Fig. 1: metal 3
Scale: 3 px per um.
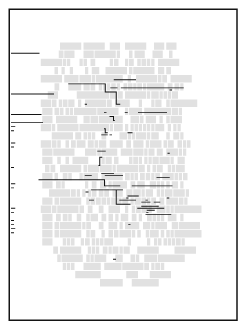
Fig. 2: metal 1
Scale: 4 px per um.
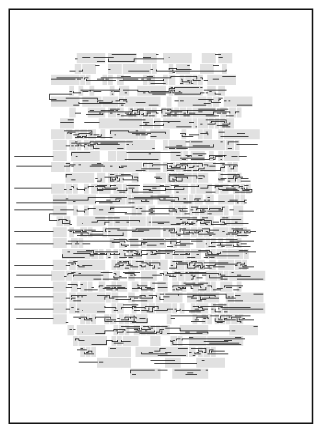
Fig. 3: signal wires on met4
Scale: 3 px per um.
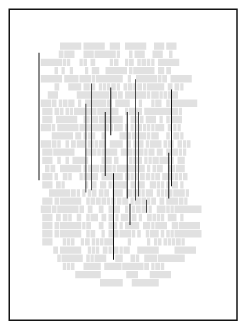
Fig. 4: routing congestion map
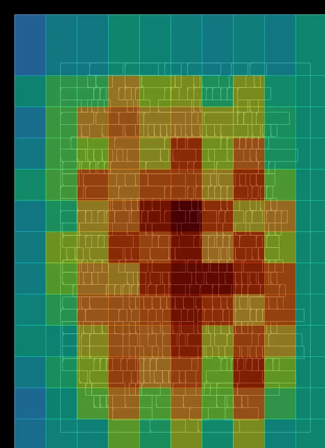
### config.mk
export PLATFORM = sky130hd
export DESIGN_NAME = sixbitmul_seq
export DESIGN_NICKNAME = d
export VERILOG_FILES = /design/src/rtl/sixbitmul_seq.sv
export SDC_FILE = /design/constraint.sdc
export NUM_CORES = 1
export LEC_CHECK = 0
export ABC_AREA = 1
export CORE_ASPECT_RATIO = 1.5
export CORE_MARGIN = 10
export CORE_UTILIZATION = 50
export DETAILED_ROUTE_END_ITERATION = 12
export GPL_TIMING_DRIVEN = 0
export PLACE_DENSITY_LB_ADDON = 0.3
export SYNTH_ARGS = -nofsm -noshare
export SYNTH_HDL_FRONTEND = slang
export SYNTH_SLANG_ARGS = --single-unit
export TNS_END_PERCENT = 1
### constraint.sdc
create_clock -name clk -period 2.4 [get_ports clk]
set_clock_uncertainty 0.05 [all_clocks]
set_input_delay 0.24 -clock clk [delete_from_list [all_inputs] [get_ports clk]]
set_output_delay 0.24 -clock clk [all_outputs]
set_load 0.02 [all_outputs]
### src/rtl/sixbitmul_seq.sv
// Sequential shift-add 6x6 unsigned multiplier with start/busy/done handshake.
// Optional macro SIXBITMUL_SEQ_EARLY_EXIT_EN ends RUN once no multiplier bits remain.
module sixbitmul_seq (
    input  logic       clk,
    input  logic       rst_n,
    input  logic       start,
    input  logic [5:0] ain,
    input  logic [5:0] bin,
    output logic       busy,
    output logic       done,
    output logic [5:0] prod,
    output logic       overflow
);

    typedef enum logic [1:0] {
        IDLE = 2'd0,
        RUN  = 2'd1,
        DONE = 2'd2
    } state_t;

    state_t      state_q, state_d;
    logic [5:0]  a_q, a_d;
    logic [5:0]  b_q, b_d;
    logic [11:0] acc_q, acc_d;
    logic [2:0]  cnt_q, cnt_d;
    logic [5:0]  prod_q, prod_d;
    logic        ovf_q, ovf_d;

    logic [5:0]  b_shift_s;
    logic [11:0] addend_s;
    logic [11:0] sum_s;
    logic        last_s;

    // Partial-product datapath and termination test for the current bit
    always_comb begin
        b_shift_s = b_q >> cnt_q;
        if (b_shift_s[0]) begin
            addend_s = {6'd0, a_q} << cnt_q;
        end else begin
            addend_s = 12'd0;
        end
        sum_s = acc_q + addend_s;
`ifdef SIXBITMUL_SEQ_EARLY_EXIT_EN
        last_s = (b_shift_s[5:1] == 5'd0);
`else
        last_s = (cnt_q == 3'd5);
`endif
    end

    // Next-state and datapath update logic
    always_comb begin
        state_d = state_q;
        a_d     = a_q;
        b_d     = b_q;
        acc_d   = acc_q;
        cnt_d   = cnt_q;
        prod_d  = prod_q;
        ovf_d   = ovf_q;
        case (state_q)
            IDLE, DONE: begin
                // DONE accepts a new request directly for back-to-back operation
                if (start) begin
                    a_d     = ain;
                    b_d     = bin;
                    acc_d   = 12'd0;
                    cnt_d   = 3'd0;
                    state_d = RUN;
                end else begin
                    state_d = IDLE;
                end
            end
            RUN: begin
                acc_d = sum_s;
                if (last_s) begin
                    cnt_d   = 3'd0;
                    prod_d  = sum_s[5:0];
                    ovf_d   = |sum_s[11:6];
                    state_d = DONE;
                end else begin
                    cnt_d   = cnt_q + 3'd1;
                    state_d = RUN;
                end
            end
            default: begin
                state_d = IDLE;
            end
        endcase
    end

    // State and datapath registers with synchronous active-low reset
    always_ff @(posedge clk) begin
        if (!rst_n) begin
            state_q <= IDLE;
            a_q     <= 6'd0;
            b_q     <= 6'd0;
            acc_q   <= 12'd0;
            cnt_q   <= 3'd0;
            prod_q  <= 6'd0;
            ovf_q   <= 1'b0;
        end else begin
            state_q <= state_d;
            a_q     <= a_d;
            b_q     <= b_d;
            acc_q   <= acc_d;
            cnt_q   <= cnt_d;
            prod_q  <= prod_d;
            ovf_q   <= ovf_d;
        end
    end

    assign busy     = (state_q == RUN);
    assign done     = (state_q == DONE);
    assign prod     = prod_q;
    assign overflow = ovf_q;

endmodule

==> run notes <==
run metrics: aggregate negative setup slack -0.818 ns, instance area after placement 2620 um^2, buffer cell driving the clock tree root clkbuf_8, DRC viols 0, post-synthesis async set-or-reset flop share 0, number of cells traversed by the worst hold path 2, combined buffer and inverter count along the critical path 4, Seq. cell area slightly above 700 um^2, Post-synth area hogs dfxtp_1 (31%), nand2_1 (18%), inv_1 (6.5%), a21oi_1 (6.3%), nand3_1 (6.1%), run status complete, but fails checks, area inside the core boundary ~4500 um^2, cell mode on critical path nand2_1, most numerous logic cells after layout nand2_1 (95), inv_1 (33), dfxtp_1 (33), Setup Viol. Count Final 9, post-layout minimum cycle time between 2 and 3 ns, Hold Crit Endpoint prod[2]$_SDFFE_PN0P_, number of input and output port buffers inserted 23, Setup WS post-layout -0.193 ns, area fraction in and, or, nand and nor cells after synthesis 0.345, xor/xnor cell area share of the yosys netlist 0.0114, Die W between 70 and 80 um, total of flip-flops plus latches after synthesis 36, stage-log warning count 29, worst-skew pair later-pin latency between 0.3 and 0.4 ns, Longest Clk Path Bufs 2, failing checks setup timing, detailed placer's ending HPWL ~4600 um, prevailing post-synth register cell dfxtp_1, Synthesized Nets between 300 and 400, Num CTS Buffers 5, Max Freq 386 MHz, adder-cell share of the synthesized area 0.0684, origin of the critical flop-to-flop path cnt_q[0]$_SDFFE_PN0P_, yosys synthesis chip area ~2300 um^2, site row count 30, leading cell type in the layout, fill and taps excluded nand2_1
-- Fig. 1 (at the start) --
share of all routed wire	4.0%
longest straight run	21.8 um
total wirelength of the detailed-routed design: 6430 um
met3 track demand over resource: 0.0366

-- Fig. 2 (at the start) --
nets with wire on the layer	409
main direction	horizontal
share of all routed wire	37%
wire length on this layer	2410 um
met1 Use GR: 0.165
vias: 2432

-- Fig. 3 (at the start) --
nets with wire on the layer	12
main direction	vertical

-- Fig. 4 (at the start) --
layer with the highest usage after global routing: met2
met2 global-route usage: 0.315
Total Routing Usage GR: 0.172
share of the core filled with cells in the final layout: 0.691
wire length per cell: 14.2 um

-- sequential cells by signal, indices dropped and copies added (netlist names) --
register	count
overflow	1
acc_q	12
cnt_q	3
a_q	6
b_q	6
state_q	2
prod	6
-- final cells by class --
class                           count  area share
Multi-Input combinational cell    266       0.515
Sequential cell                    36       0.234
Timing Repair Buffer               39       0.116
Inverter                           48      0.0628
Clock buffer                        5      0.0221
Tap cell                           48      0.0193
Buffer                              8      0.0173
Clock inverter                      3      0.0137
-- through the flow --
step                hold slack [ns]  cells   util  total power [W]
floorplan                     0.328    360      -         0.000803
global placement              0.404    431  0.581         0.000873
detailed placement            0.413    431  0.581         0.000877
CTS                           0.425    452  0.659          0.00145
global route                  0.435    453  0.691          0.00152
finish                        0.420    453  0.691          0.00147
Power figures rest on the tool's default switching activity, not on a simulated workload.
